**src/rtl/seq_csa_multiplier.sv**
```systemverilog
// seq_csa_multiplier: sequential carry-save multiplier, R partial-product rows folded per cycle.
// Ports:
//   clk       - clock; all state changes on its rising edge
//   rst_n     - asynchronous active-low reset
//   start     - begin a multiply; only looked at while busy=0
//   is_signed - 1 = two's-complement operands, 0 = unsigned (sampled with start)
//   x, y      - W-bit multiplicand / multiplier (sampled with start)
//   busy      - high while an operation is in ACCUM or RESOLVE
//   done      - one-cycle pulse when p holds a new product
//   p         - registered 2W-bit product
module seq_csa_multiplier #(
    parameter int W = 8,
    parameter int R = 2
) (
    input  logic           clk,
    input  logic           rst_n,
    input  logic           start,
    input  logic           is_signed,
    input  logic [W-1:0]   x,
    input  logic [W-1:0]   y,
    output logic           busy,
    output logic           done,
    output logic [2*W-1:0] p
);
    localparam int CW = $clog2(W + 1);
    generate
        if (W < 2 || W > 32 || R < 1 || (W % R) != 0) begin : g_bad_params
            $error("seq_csa_multiplier: W must be 2..32 and a multiple of R");
        end
    endgenerate
    typedef enum logic [1:0] {IDLE, ACCUM, RESOLVE} state_t;
    state_t         state_q, state_d;
    logic [W-1:0]   x_q, x_d, y_q, y_d;
    logic           sgn_q, sgn_d, done_q, done_d;
    logic [CW-1:0]  cnt_q, cnt_d;
    logic [2*W-1:0] s_q, s_d, c_q, c_d, p_q, p_d;
    logic [2*W-1:0] ye, ny, s_acc, c_acc;
    // Rows are sign-extended to the full 2W width so all arithmetic is modulo 2^(2W);
    // in signed mode the top row carries negative weight and adds -y instead of y.
    assign ye = {{W{sgn_q & y_q[W-1]}}, y_q};
    assign ny = -ye;
    // Rows are added at their final bit position, so after row k the carry vector is zero
    // at bits 0..k and the sum bits below k are finished product bits.
    always_comb begin
        logic [2*W-1:0] pp, t;
        logic [W-1:0]   xs;
        pp = '0;
        t = '0;
        xs = '0;
        s_acc = s_q;
        c_acc = c_q;
        for (int r = 0; r < R; r++) begin
            xs = x_q >> (int'(cnt_q) + r);
            pp = xs[0] ? (((sgn_q && (int'(cnt_q) + r == W - 1)) ? ny : ye) << (int'(cnt_q) + r)) : '0;
            t = s_acc ^ c_acc ^ pp;
            c_acc = ((s_acc & c_acc) | (s_acc & pp) | (c_acc & pp)) << 1;
            s_acc = t;
        end
    end
    always_comb begin
        state_d = state_q;
        x_d = x_q;
        y_d = y_q;
        sgn_d = sgn_q;
        s_d = s_q;
        c_d = c_q;
        cnt_d = cnt_q;
        p_d = p_q;
        done_d = 1'b0;
        case (state_q)
            IDLE: begin
                if (start) begin
                    x_d = x;
                    y_d = y;
                    sgn_d = is_signed;
                    s_d = '0;
                    c_d = '0;
                    cnt_d = '0;
                    state_d = ACCUM;
                end
            end
            ACCUM: begin
                s_d = s_acc;
                c_d = c_acc;
                cnt_d = cnt_q + CW'(R);
                state_d = (cnt_q + CW'(R) == CW'(W)) ? RESOLVE : ACCUM;
            end
            RESOLVE: begin
                // Low W carry bits are zero here, so only the upper half needs a real add.
                p_d = {s_q[2*W-1:W] + c_q[2*W-1:W], s_q[W-1:0]};
                done_d = 1'b1;
                state_d = IDLE;
            end
            default: state_d = IDLE;
        endcase
    end
    always_ff @(posedge clk or negedge rst_n) begin
        if (!rst_n) begin
            state_q <= IDLE;
            x_q <= '0;
            y_q <= '0;
            sgn_q <= 1'b0;
            s_q <= '0;
            c_q <= '0;
            cnt_q <= '0;
            p_q <= '0;
            done_q <= 1'b0;
        end else begin
            state_q <= state_d;
            x_q <= x_d;
            y_q <= y_d;
            sgn_q <= sgn_d;
            s_q <= s_d;
            c_q <= c_d;
            cnt_q <= cnt_d;
            p_q <= p_d;
            done_q <= done_d;
        end
    end
    assign busy = (state_q != IDLE);
    assign done = done_q;
    assign p = p_q;
endmodule

```
**config.mk**
```make
export PLATFORM = sky130hd
export DESIGN_NAME = seq_csa_multiplier
export DESIGN_NICKNAME = d
export VERILOG_FILES = /design/src/rtl/seq_csa_multiplier.sv
export SDC_FILE = /design/constraint.sdc
export NUM_CORES = 1
export LEC_CHECK = 0
export ABC_AREA = 1
export CORE_MARGIN = 5
export CORE_UTILIZATION = 35
export DETAILED_ROUTE_END_ITERATION = 8
export GPL_ROUTABILITY_DRIVEN = 0
export PLACE_DENSITY = 0.5
export RECOVER_POWER = 50
export SLEW_MARGIN = 20
export SYNTH_ARGS = -nofsm -noshare
export SYNTH_HDL_FRONTEND = slang
export SYNTH_SLANG_ARGS = --single-unit
```
**constraint.sdc**
```tcl
create_clock -name clk -period 6.2 [get_ports clk]
set_input_delay 1.24 -clock clk [delete_from_list [all_inputs] [get_ports clk]]
set_output_delay 1.24 -clock clk [all_outputs]
set_load 0.02 [all_outputs]
```
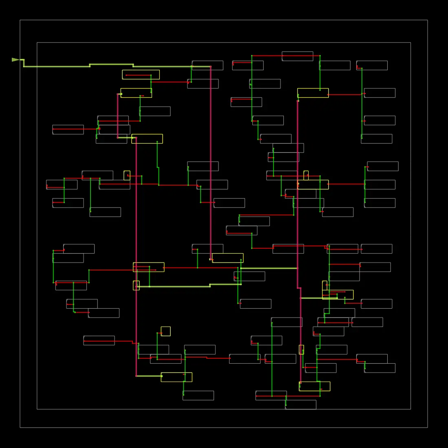
Figure 1: run 1, clock nets.
worst-skew pair later-pin latency: 0.34 ns
clock sink count: 70
Setup Skew: 0.00660 ns

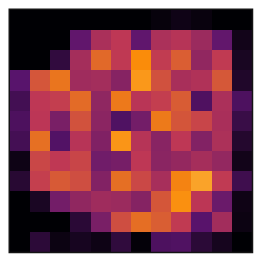
Figure 2: run 1, cell density map.
Scale: 2 px per µm. The die is cut into 12 by 12 equal tiles; black is low, pale yellow is high, 0 to 100% covered.
tiles over 75% full	2.8%
nearly empty tiles	15%
fullest tile	80%
mean over tiles	33%
area of the placeable core: 0.0121 mm²
utilization after layout: 0.421

==> results_tabular.tex, run 1 <==
% Generated from flow reports
\begin{tabular}{lr}
\hline
Metric & Value \\
\hline
\multicolumn{2}{l}{\textbf{Setup path}} \\
\quad Element type at the critical path start & register \\
\quad Worst EP arrival & around 3.6 ns \\
\quad Critical R2R Capture & s\_q[12]\$\_DFFE\_PN0P\_ \\
\quad Reg-to-reg startpoint & cnt\_q[2]\$\_DFFE\_PN0P\_ \\
\quad Register-to-Register Path Depth & 9 \\
\quad CP endpoint kind & register \\
\quad Largest driver fanout on the critical path & 18 \\
\quad Category of the most critical setup path & reg2reg \\
\quad Slack of the worst reg-to-reg path & approximately 2.8 ns \\
\quad Required time at the worst-slack endpoint & between 6 and 7 ns \\
\multicolumn{2}{l}{\textbf{Drt}} \\
\quad Drt first-iter violations & about 190 \\
\quad Number of nets with antenna violations after routing & 0 \\
\quad Detail-routed net length per standard cell & roughly 14 µm \\
\quad Mean number of vias per cell & 4.70 \\
\quad Post-detailed-routing wire length & 9990 µm \\
\quad Number of DRC violations after detailed routing & 0 \\
\quad Iteration count of the initial detailed-routing pass & 4 \\
\multicolumn{2}{l}{\textbf{GRT}} \\
\quad Number of global-route vias before repair & approximately 3500 \\
\quad Largest net degree at the start of global routing & 71 \\
\quad Wire length of the first global-routing pass & $\sim$18000 µm \\
\quad Number of antenna violations at the first check in global routing & 0 \\
\quad GRT Resource Usage Total & 0.156 \\
\quad Overall overflow remaining after global route & 0 \\
\multicolumn{2}{l}{\textbf{Synthesis}} \\
\quad Netlist cell types & 36 \\
\quad Flip-flops with a built-in enable & 0 \\
\quad Flops out of synthesis & approximately 70 \\
\quad Register area share after synthesis & 0.407 \\
\quad Post-synth top area share & 0.407 \\
\quad Top-count cell post-synth & sky130\_fd\_sc\_hd\_\_nand2\_1 \\
\quad Predominant post-synthesis flop cell & sky130\_fd\_sc\_hd\_\_dfrtp\_1 \\
\quad Number of nets produced by synthesis & about 560 \\
\quad Async S/R FF share, synth & 1.00 \\
\quad Post-Syn Area & 0.00431 mm² \\
\quad Warnings, synthesis & 0 \\
\quad Library cell with the largest summed area after synthesis & sky130\_fd\_sc\_hd\_\_dfrtp\_1 \\
\quad Top cells by instance count after synthesis & sky130\_fd\_sc\_hd\_\_nand2\_1, sky130\_fd\_sc\_hd\_\_dfrtp\_1, sky130\_fd\_sc\_hd\_\_inv\_1, sky130\_fd\_sc\_hd\_\_o21ai\_0, sky130\_fd\_sc\_hd\_\_fa\_1 \\
\quad Post-synth area from yosys stat & 0.00431 mm² \\
\quad Number of cell instances after yosys synthesis & roughly 500 \\
\quad Instance count of the mapped netlist & 502 \\
\quad Cell types with the largest area share after synthesis & sky130\_fd\_sc\_hd\_\_dfrtp\_1, sky130\_fd\_sc\_hd\_\_fa\_1, sky130\_fd\_sc\_hd\_\_nand2\_1, sky130\_fd\_sc\_hd\_\_inv\_1, sky130\_fd\_sc\_hd\_\_o21ai\_0 \\
\quad Average cell area after synthesis & $\sim$8.6 µm² \\
\multicolumn{2}{l}{\textbf{Floorplan}} \\
\quad Cell Rows & 40 \\
\quad Die Footprint & around 0.015 mm² \\
\quad Die outline width & roughly 120 µm \\
\quad Share of the core filled by cells before placement & 0.357 \\
\multicolumn{2}{l}{\textbf{Place}} \\
\quad Placed wire-length estimate & between 7000 and 8000 µm \\
\quad Number of cells after detailed placement & 691 \\
\quad Total cell area at the placement stage & $\sim$0.0048 mm² \\
\quad Post-placement worst setup slack & $\sim$2.8 ns \\
\quad Tally of buffers added on design ports & 37 \\
\multicolumn{2}{l}{\textbf{Final timing}} \\
\quad Setup-violating endpoint count in the final report & 0 \\
\quad Final-layout setup total negative slack & 0 ns \\
\quad Transition at the pin with the smallest max-transition slack & $\sim$0.9 ns \\
\quad Maximum frequency from static timing analysis & 0.293 GHz \\
\quad Pins Over Slew Limit & 0 \\
\quad Final setup slack of the worst path & between 2 and 3 ns \\
\quad Max-Slew Margin vs Limit & 0.400 \\
\multicolumn{2}{l}{\textbf{Clock tree}} \\
\quad CTS tree & done \\
\quad Post-CTS clock slew at the launch and capture registers of the worst setup and hold paths & approximately 0.060 ns \\
\quad \# resized after CTS & 0 \\
\quad CTS HTree Levels & 3 \\
\quad Inserted Clock Buffers & 9 \\
\quad Clock buffer depth & 2 \\
\multicolumn{2}{l}{\textbf{Hold path}} \\
\quad Classification of the worst-slack hold path & reg2reg \\
\quad Instance count along the most critical hold path & 2 \\
\multicolumn{2}{l}{\textbf{Cells and area}} \\
\quad Synthesis-to-finish area growth & 17.8\% \\
\quad Number of antenna cells inserted & 0 \\
\quad Cell area after layout & between 0.005 and 0.006 mm² \\
\quad Non-filler cells, final & roughly 710 \\
\multicolumn{2}{l}{\textbf{Power}} \\
\quad P per Cell Area & between 500 and 600 mW/mm² \\
\multicolumn{2}{l}{\textbf{Flow run}} \\
\quad Max-Cap Viols & 0 \\
\quad OpenROAD warnings & 26 \\
\multicolumn{2}{l}{\textbf{Status}} \\
\quad Status & finished, final reports clean \\
\hline
\end{tabular}
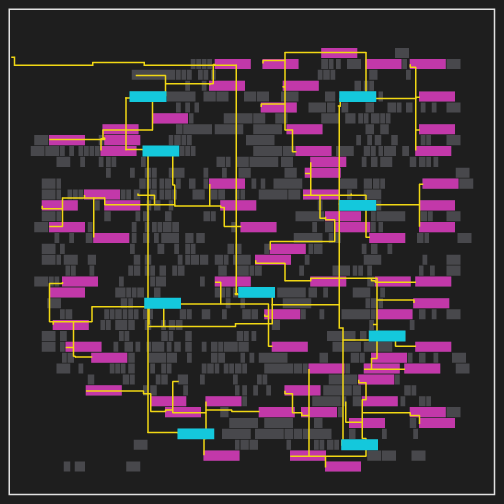
Figure 3: run 1, routed clock nets over the placement.
Scale: 4 px per µm.
[clock wires] yellow | length: 1150 µm
[flip-flops] magenta | count: 70
[clock-net drivers] cyan | count: 9
routed clock nets	10
Clk pwr share: 0.170
clk pwr: 507 µW

run 1: report_power, final:
part | internal, µW | total, µW | switching [µW] | leakage [µW]
sequential | 664 | 842 | 178 | 0.000902
combinational | 638 | 1630 | 993 | 0.00141
clock | 310 | 507 | 197 | 0.000137
total | 1610 | 2980 | 1370 | 0.00245
run 1: logic make-up after synthesis:
logic type               Yosys count  synth area share
AND/OR/NAND/NOR                  207             0.203
AND-OR/OR-AND                     92             0.127
buffers and inverters             86            0.0828
flip-flops                        70             0.407
adder cells (fa/ha/maj)           40             0.167
XOR/XNOR                           5            0.0102
other                              1          0.000871
multiplexers                       1           0.00232
run 1: state kept, by name, indices dropped and copies added, names as in the netlist:
signal,cells
c_q,15
cnt_q,3
done,1
p,16
s_q,16
sgn_q,1
state_q,2
x_q,8
y_q,8
run 1: how the worst max path moves through the flow:
stage / from / end / cells past startpoint
floorplan: cnt_q[1]$_DFFE_PN0P_ / s_q[13]$_DFFE_PN0P_ / 11
global placement: cnt_q[2]$_DFFE_PN0P_ / s_q[13]$_DFFE_PN0P_ / 9
detailed placement: cnt_q[2]$_DFFE_PN0P_ / s_q[12]$_DFFE_PN0P_ / 9
CTS: cnt_q[2]$_DFFE_PN0P_ / s_q[12]$_DFFE_PN0P_ / 9
global route: cnt_q[2]$_DFFE_PN0P_ / s_q[13]$_DFFE_PN0P_ / 9
finish: cnt_q[2]$_DFFE_PN0P_ / s_q[12]$_DFFE_PN0P_ / 9
run 1: critical path: stages, from the launching register on:
cell and delay, ns:
sky130_fd_sc_hd__dfrtp_1 0.77, sky130_fd_sc_hd__inv_1 0.37, sky130_fd_sc_hd__nand3_1 0.23, sky130_fd_sc_hd__inv_2 0.05, sky130_fd_sc_hd__nor2_2 0.39, sky130_fd_sc_hd__o21ai_2 0.17
sky130_fd_sc_hd__a21oi_2 0.16, sky130_fd_sc_hd__fa_1 0.45, sky130_fd_sc_hd__fa_1 0.49, sky130_fd_sc_hd__a22o_1 0.21
run 1: layer usage:
layer / share of wire / vias up / track usage
met5: 0 / - / 0
met1: 0.50 / 1559 / 0.221
met3: 0.030 / 14 / 0.0266
met4: 0.025 / 0 / 0.0729
li1: - / 1691 / -
met2: 0.44 / 61 / 0.232
run 1: through the flow:
stage / power, µW / hold slack [ns]
floorplan: 2080 / 0.449
global placement: 2480 / 0.453
detailed placement: 2490 / 0.457
CTS: 3020 / 0.472
global route: 3320 / 0.495
finish: 2980 / 0.465
run 1: cell usage in the layout (no fill, tap or decap), drive strengths merged, types with 3 or more instances in the layout:
cell and n:
a21oi 9, a22o 10, a31oi 4, clkbuf 12
clkdlybuf4s50 36, dfrtp 70, fa 29, ha 11
inv 69, nand2 136, nand3 28, nand4 9
nor2 31, o211ai 3, o21ai 48, o22ai 15
xor2 4
run 1: layout make-up:
class	instances	area [µm²]
repair buffers	38	373
multi-input cells	346	2200
fillers	1228	6990
inverters	69	259
flip-flops and latches	70	1750
well taps	168	210
clock buffers	12	236
clock inverters	4	47.5
--- run 2 (diff from run 1) ---
PLACE_DENSITY = 0.52   (was 0.5)
clock period = 3 ns   (was 6.2 ns; I/O delays follow)
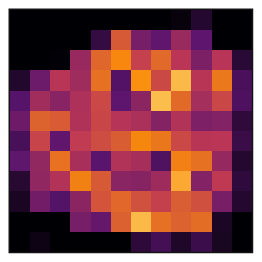
Figure 4: run 2, cell density map.
Scale: 2 px per µm. The die is cut into 12 by 12 equal tiles; black is low, pale yellow is high, 0 to 100% covered.
emptiest ninth of the die	top left
mean over tiles	34%
tiles over 75% full	3.5%
densest ninth of the die	middle
nearly empty tiles	20%
fullest tile	86%

==> run 2 against run 1 <==
  * Critical endpoint is now s_q[7]$_DFFE_PN0P_
  * Register-to-register slack worse by 2.4 ns
  * Critical path type unchanged
  * Routed wire length is 1.1% lower
  * Power is 110% higher
  * The run now ends with capacitance limit, slew limit left
  * Synthesized cell count stayed put
==> results_tabular.tex, run 2 <==
% Generated from flow reports
\begin{tabular}{lr}
\hline
Metric & Value \\
\hline
\multicolumn{2}{l}{\textbf{GRT}} \\
\quad GRT Resource Usage Total & 0.151 \\
\quad Largest net degree at the start of global routing & roughly 43 \\
\quad Wire length of the first global-routing pass & around 17000 µm \\
\multicolumn{2}{l}{\textbf{Floorplan}} \\
\quad Die outline width & 121 µm \\
\quad Die Footprint & 0.0146 mm² \\
\quad Share of the core filled by cells before placement & 0.357 \\
\multicolumn{2}{l}{\textbf{Synthesis}} \\
\quad Library cell with the largest summed area after synthesis & sky130\_fd\_sc\_hd\_\_dfrtp\_1 \\
\quad Top-count cell post-synth & sky130\_fd\_sc\_hd\_\_nand2\_1 \\
\quad Predominant post-synthesis flop cell & sky130\_fd\_sc\_hd\_\_dfrtp\_1 \\
\quad Flops out of synthesis & about 70 \\
\quad Cell types with the largest area share after synthesis & sky130\_fd\_sc\_hd\_\_dfrtp\_1, sky130\_fd\_sc\_hd\_\_fa\_1, sky130\_fd\_sc\_hd\_\_nand2\_1, sky130\_fd\_sc\_hd\_\_inv\_1, sky130\_fd\_sc\_hd\_\_o21ai\_0 \\
\quad Post-Syn Area & between 0.004 and 0.005 mm² \\
\quad Number of nets produced by synthesis & 562 \\
\quad Adders+Majority by Area & 0.167 \\
\quad Average cell area after synthesis & 8.58 µm² \\
\quad Simple-gate portion of the synthesized area & 0.203 \\
\quad Post-synth top area share & 0.407 \\
\quad Number of cell instances after yosys synthesis & between 500 and 600 \\
\quad Flip-flops with a built-in enable & 0 \\
\multicolumn{2}{l}{\textbf{Clock tree}} \\
\quad Inserted Clock Buffers & 9 \\
\quad CTS tree & done \\
\quad Post-CTS clock slew at the launch and capture registers of the worst setup and hold paths & roughly 0.06 ns \\
\quad Clock buffer depth & 2 \\
\quad CTS HTree Levels & 3 \\
\quad Worst-skew pair later-pin latency & $\sim$0.34 ns \\
\quad \# resized after CTS & 0 \\
\multicolumn{2}{l}{\textbf{Cells and area}} \\
\quad FILL cells & between 1000 and 1500 \\
\quad Synthesis-to-finish area growth & 19.3\% \\
\quad Number of antenna cells inserted & 0 \\
\quad Cell area after layout & about 0.0051 mm² \\
\multicolumn{2}{l}{\textbf{Drt}} \\
\quad Number of nets with antenna violations after routing & 0 \\
\quad Mean number of vias per cell & around 4.7 \\
\quad Iteration count of the initial detailed-routing pass & 4 \\
\quad Post-detailed-routing wire length & a little under 10000 µm \\
\multicolumn{2}{l}{\textbf{Final timing}} \\
\quad Pins Over Slew Limit & 29 \\
\quad Final-layout setup total negative slack & 0 ns \\
\quad Setup-violating endpoint count in the final report & 0 \\
\multicolumn{2}{l}{\textbf{Flow run}} \\
\quad Max-Cap Viols & 1 \\
\multicolumn{2}{l}{\textbf{Setup path}} \\
\quad Crit-path cells & inv\_2 > nand2\_1 > nand3\_1 > nand2\_1 > nor2\_2 > buf\_4 > o211ai\_1 > fa\_1 > fa\_1 > o22ai\_1 \\
\quad Largest driver fanout on the critical path & 19 \\
\quad CP endpoint kind & register \\
\quad Worst EP arrival & 2.85 ns \\
\multicolumn{2}{l}{\textbf{Status}} \\
\quad Status & finished with violations \\
\quad Violations in the final reports & capacitance limit, slew limit \\
\multicolumn{2}{l}{\textbf{Place}} \\
\quad Total cell area at the placement stage & slightly below 0.005 mm² \\
\quad Tally of buffers added on design ports & 37 \\
\hline
\end{tabular}
-- run 2: netlist changes by cell type in the layout (fill, tap and decap cells not counted), sizes merged --
cell	previous run	this run
buf	2	8
bufinv	1	0
clkinv	2	4
clkinvlp	1	0
inv	69	70
-- run 2: area by class of cell --
| cell class | instances | area, µm² | area share |
|---|---|---|---|
| clock inverters | 5 | 32.5 | 0.00633 |
| well taps | 168 | 210 | 0.0409 |
| inverters | 69 | 259 | 0.0504 |
| repair buffers | 45 | 437 | 0.0850 |
| clock buffers | 11 | 253 | 0.0492 |
| flip-flops and latches | 70 | 1750 | 0.341 |
| multi-input cells | 346 | 2200 | 0.427 |
-- run 2: stage by stage --
| step | hold slack [ns] | total power, µW | setup slack [ns] |
|---|---|---|---|
| after floorplan | 0.304 | 4300 | 0.549 |
| after global placement | 0.455 | 5220 | 0.414 |
| after detailed placement | 0.461 | 5280 | 0.353 |
| after CTS | 0.351 | 6330 | 0.343 |
| after global routing | 0.498 | 6980 | 0.150 |
| final | 0.468 | 6260 | 0.346 |
-- run 2: path summary, 6_finish.rpt --
check,startpoint,endpoint,slack (ns),cells past startpoint
min in group asynchronous,rst_n,y_q[4]$_DFFE_PN0P_,0.72,1
min reg2reg,p[8]$_DFFE_PN0P_,p[8]$_DFFE_PN0P_,0.47,2
max,cnt_q[1]$_DFFE_PN0P_,s_q[7]$_DFFE_PN0P_,0.35,10
min,p[8]$_DFFE_PN0P_,p[8]$_DFFE_PN0P_,0.47,2
max in group asynchronous,rst_n,s_q[14]$_DFFE_PN0P_,1.26,1
max reg2reg,cnt_q[1]$_DFFE_PN0P_,s_q[7]$_DFFE_PN0P_,0.35,10
-- run 2: cell families (layout without fill, tap and decap cells) --
family	count (synthesis)	after routing
AND/OR/NAND/NOR	207	207
AND-OR/OR-AND	92	92
buffers and inverters	86	130
flip-flops	70	70
adder cells (fa/ha/maj)	40	40
XOR/XNOR	5	5
other	1	1
multiplexers	1	1
-- run 2: per-layer routing --
layer / part of all wire / wire [µm] / track usage / up-vias
met3: 0.041 / 407 / 0.0294 / 6
met5: 0 / 0 / 0 / -
met1: 0.51 / 5040 / 0.221 / 1602
li1: - / - / - / 1707
met2: 0.44 / 4350 / 0.227 / 49
met4: 0.0082 / 81 / 0.0467 / 0
-- run 2: report_power, final --
part | internal, µW | leakage (µW) | total, µW | switching (µW)
Clock | 605 | 0.000146 | 1030 | 420
Sequential | 1370 | 0.000902 | 1680 | 309
Combinational | 1400 | 0.00145 | 3550 | 2150
-- run 2: critical path, delay by kind of cell, from the launching register on --
| kind | cells | cell delay (ns) |
|---|---|---|
| and+or+nand+nor | 4 | 0.46 |
| buffers and inverters | 2 | 0.42 |
| AOI/OAI and AO/OA | 2 | 0.21 |
| adders and majority gates | 2 | 1.03 |
| DFF | 1 | 0.38 |
--- run 3 (diff from run 2) ---
GPL_TIMING_DRIVEN = 0   (was default)
HOLD_SLACK_MARGIN = 0.12   (was default)
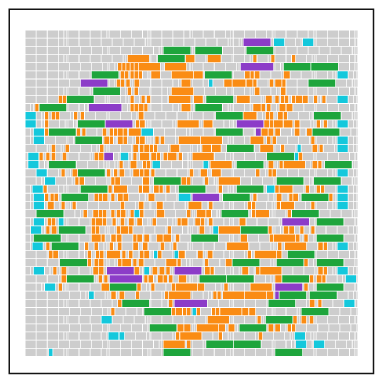
Figure 5: run 3, cell classes on the final placement.
Scale: 3 px per µm. Fill, decap, tap and diode cells in grey.
class	colour	cells
remaining logic cells	orange	415
sequential cells	green	70
clock drivers and dummy loads	purple	16
remaining buffers and delay cells	cyan	55

==> run 3 against run 2 <==
  * The run now ends clean
  * Worst setup slack worse by 0.18 ns
  * Clock power is 27% higher
  * Fmax down 6.2%
  * Routed wire length up 4.7%
==> results_tabular.tex, run 3 <==
% Generated from flow reports
\begin{tabular}{lr}
\hline
Metric & Value \\
\hline
\multicolumn{2}{l}{\textbf{Power}} \\
\quad P per Cell Area & 1260 mW/mm² \\
\quad Overall power after layout & approximately 6600 µW \\
\multicolumn{2}{l}{\textbf{Final timing}} \\
\quad Setup Skew & slightly below 0.005 ns \\
\quad Final setup slack of the worst path & around 0.17 ns \\
\quad Maximum frequency from static timing analysis & 0.353 GHz \\
\quad Final worst hold slack & roughly 0.43 ns \\
\quad Pins Over Slew Limit & 0 \\
\quad Transition at the pin with the smallest max-transition slack & 1.29 ns \\
\quad Max-Slew Margin vs Limit & 0.140 \\
\quad Setup-violating endpoint count in the final report & 0 \\
\multicolumn{2}{l}{\textbf{Synthesis}} \\
\quad Post-Syn Area & 0.00431 mm² \\
\quad Post-synth top area share & 0.407 \\
\quad Post-synth area from yosys stat & 0.00431 mm² \\
\quad Register area share after synthesis & 0.407 \\
\quad Warnings, synthesis & 0 \\
\quad Instance count of the mapped netlist & 502 \\
\quad Average cell area after synthesis & 8.58 µm² \\
\quad Top cells by instance count after synthesis & sky130\_fd\_sc\_hd\_\_nand2\_1, sky130\_fd\_sc\_hd\_\_dfrtp\_1, sky130\_fd\_sc\_hd\_\_inv\_1, sky130\_fd\_sc\_hd\_\_o21ai\_0, sky130\_fd\_sc\_hd\_\_fa\_1 \\
\quad Netlist cell types & 36 \\
\quad Flops out of synthesis & $\sim$70 \\
\quad Number of cell instances after yosys synthesis & 502 \\
\quad Top-count cell post-synth & sky130\_fd\_sc\_hd\_\_nand2\_1 \\
\quad Cell types with the largest area share after synthesis & sky130\_fd\_sc\_hd\_\_dfrtp\_1, sky130\_fd\_sc\_hd\_\_fa\_1, sky130\_fd\_sc\_hd\_\_nand2\_1, sky130\_fd\_sc\_hd\_\_inv\_1, sky130\_fd\_sc\_hd\_\_o21ai\_0 \\
\quad Library cell with the largest summed area after synthesis & sky130\_fd\_sc\_hd\_\_dfrtp\_1 \\
\quad Number of nets produced by synthesis & roughly 560 \\
\quad Predominant post-synthesis flop cell & sky130\_fd\_sc\_hd\_\_dfrtp\_1 \\
\multicolumn{2}{l}{\textbf{Cells and area}} \\
\quad Non-filler cells, final & just over 700 \\
\quad Synthesis-to-finish area growth & 21.8\% \\
\quad Top Layout Cells & sky130\_fd\_sc\_hd\_\_nand2\_1, sky130\_fd\_sc\_hd\_\_dfrtp\_1, sky130\_fd\_sc\_hd\_\_inv\_1 \\
\quad Number of antenna cells inserted & 0 \\
\quad Highest-count logic cell in the final layout & sky130\_fd\_sc\_hd\_\_nand2\_1 \\
\multicolumn{2}{l}{\textbf{Place}} \\
\quad Placed wire-length estimate & 8110 µm \\
\quad Total cell area at the placement stage & 0.00491 mm² \\
\quad Number of cells after detailed placement & between 700 and 800 \\
\quad Post-placement worst setup slack & between 0.15 and 0.2 ns \\
\multicolumn{2}{l}{\textbf{Clock tree}} \\
\quad Clock buffer depth & 2 \\
\quad CTS tree & done \\
\quad \# resized after CTS & 0 \\
\quad Worst-skew pair later-pin latency & between 0.3 and 0.4 ns \\
\quad CTS HTree Levels & 3 \\
\quad Clock sink count & approximately 70 \\
\quad Inserted Clock Buffers & 9 \\
\quad Post-CTS clock slew at the launch and capture registers of the worst setup and hold paths & about 0.060 ns \\
\multicolumn{2}{l}{\textbf{Floorplan}} \\
\quad Vertical die dimension & roughly 120 µm \\
\quad Die outline width & roughly 120 µm \\
\quad Cell Rows & 40 \\
\quad Top-Level Pins & 38 \\
\quad Share of the core filled by cells before placement & 0.357 \\
\quad Die Footprint & 0.0146 mm² \\
\multicolumn{2}{l}{\textbf{Setup path}} \\
\quad Element type at the critical path start & register \\
\quad Worst EP arrival & a little over 3 ns \\
\quad Crit-path cells & buf\_4 > nand2\_1 > nand3\_1 > nand2\_1 > nor2\_2 > buf\_4 > o21ai\_2 > nor2\_1 > fa\_1 > fa\_1 > a22o\_1 \\
\quad Cell family contributing the most delay on the critical path & adder cells \\
\quad Required time at the worst-slack endpoint & roughly 3.2 ns \\
\quad Largest driver fanout on the critical path & 10 \\
\quad Category of the most critical setup path & reg2reg \\
\quad Longest individual stage delay on the worst path & approximately 0.48 ns \\
\quad CP endpoint kind & register \\
\quad Crit path buffers/inverters & 2 \\
\quad Slowest cell on the critical path & sky130\_fd\_sc\_hd\_\_dfrtp\_1 \\
\multicolumn{2}{l}{\textbf{Flow run}} \\
\quad Max-Cap Viols & 0 \\
\quad OpenROAD warnings & 26 \\
\multicolumn{2}{l}{\textbf{Hold path}} \\
\quad Classification of the worst-slack hold path & in2async \\
\multicolumn{2}{l}{\textbf{Status}} \\
\quad Status & finished, final reports clean \\
\multicolumn{2}{l}{\textbf{Drt}} \\
\quad Detail-routed net length per standard cell & around 14 µm \\
\quad Post-detailed-routing wire length & around 10000 µm \\
\quad Iteration count of the initial detailed-routing pass & 4 \\
\quad Number of DRC violations after detailed routing & 0 \\
\quad Drt first-iter violations & roughly 140 \\
\multicolumn{2}{l}{\textbf{GRT}} \\
\quad Number of global-route vias before repair & between 3000 and 4000 \\
\quad Largest net degree at the start of global routing & between 50 and 60 \\
\quad Number of antenna violations at the first check in global routing & 0 \\
\quad Overall overflow remaining after global route & 0 \\
\quad Wire length of the first global-routing pass & 18300 µm \\
\hline
\end{tabular}
==> run 3: cell counts after synthesis <==
No cell type changed its count.
==> run 3: where the power goes <==
| group | switching [µW] | internal (µW) | total [µW] |
|---|---|---|---|
| clock | 416 | 896 | 1310 |
| sequential | 292 | 1370 | 1670 |
| combinational | 2210 | 1430 | 3640 |
==> run 3: worst paths after layout <==
path / depth (start not counted) / endpoint / startpoint / slack (ns)
setup reg to reg: 11 / s_q[13]$_DFFE_PN0P_ / cnt_q[1]$_DFFE_PN0P_ / 0.17
hold / removal: 1 / y_q[2]$_DFFE_PN0P_ / rst_n / 0.43
setup / recovery: 11 / s_q[13]$_DFFE_PN0P_ / cnt_q[1]$_DFFE_PN0P_ / 0.17
max in group asynchronous: 2 / p[15]$_DFFE_PN0P_ / rst_n / 0.76
min in group clk: 2 / p[10]$_DFFE_PN0P_ / p[10]$_DFFE_PN0P_ / 0.47
hold reg to reg: 2 / p[10]$_DFFE_PN0P_ / p[10]$_DFFE_PN0P_ / 0.47
==> run 3: per-stage QoR <==
step            util  TNS (ns)
6_report       0.435         0
5_1_grt        0.435         0
4_1_cts        0.437         0
3_5_place_dp   0.407         0
3_3_place_gp   0.405    -86.86
2_1_floorplan      -         0
==> run 3: metal layers <==
metal,global-route usage,up-vias,share of wire
li1,-,1725,-
met1,0.219,1632,0.49
met2,0.247,66,0.45
met3,0.0410,18,0.035
met4,0.0559,0,0.023
met5,0,-,0
==> run 3: final cells by class <==
| type | instances | area [µm²] |
|---|---|---|
| clock inverter | 6 | 134 |
| buffer | 17 | 97.6 |
| tap | 168 | 210 |
| clock buffer | 10 | 229 |
| multi-input combinational | 346 | 2190 |
| inverter | 69 | 259 |
| timing repair buffer | 38 | 369 |
| sequential | 70 | 1750 |
| fill | 1231 | 6820 |
==> run 3: logic make-up (layout without fill, tap and decap cells) <==
group           after synthesis  in the layout  share of synthesized area
xor+xnor                      5              5                     0.0102
compound gates               92             92                      0.127
buf+inv                      86            140                     0.0828
mux                           1              1                    0.00232
simple gates                207            207                      0.203
other cells                   1              1                   0.000871
flops                        70             70                      0.407
fa+ha+maj                    40             40                      0.167
Power is estimated from default activity; no workload was simulated.
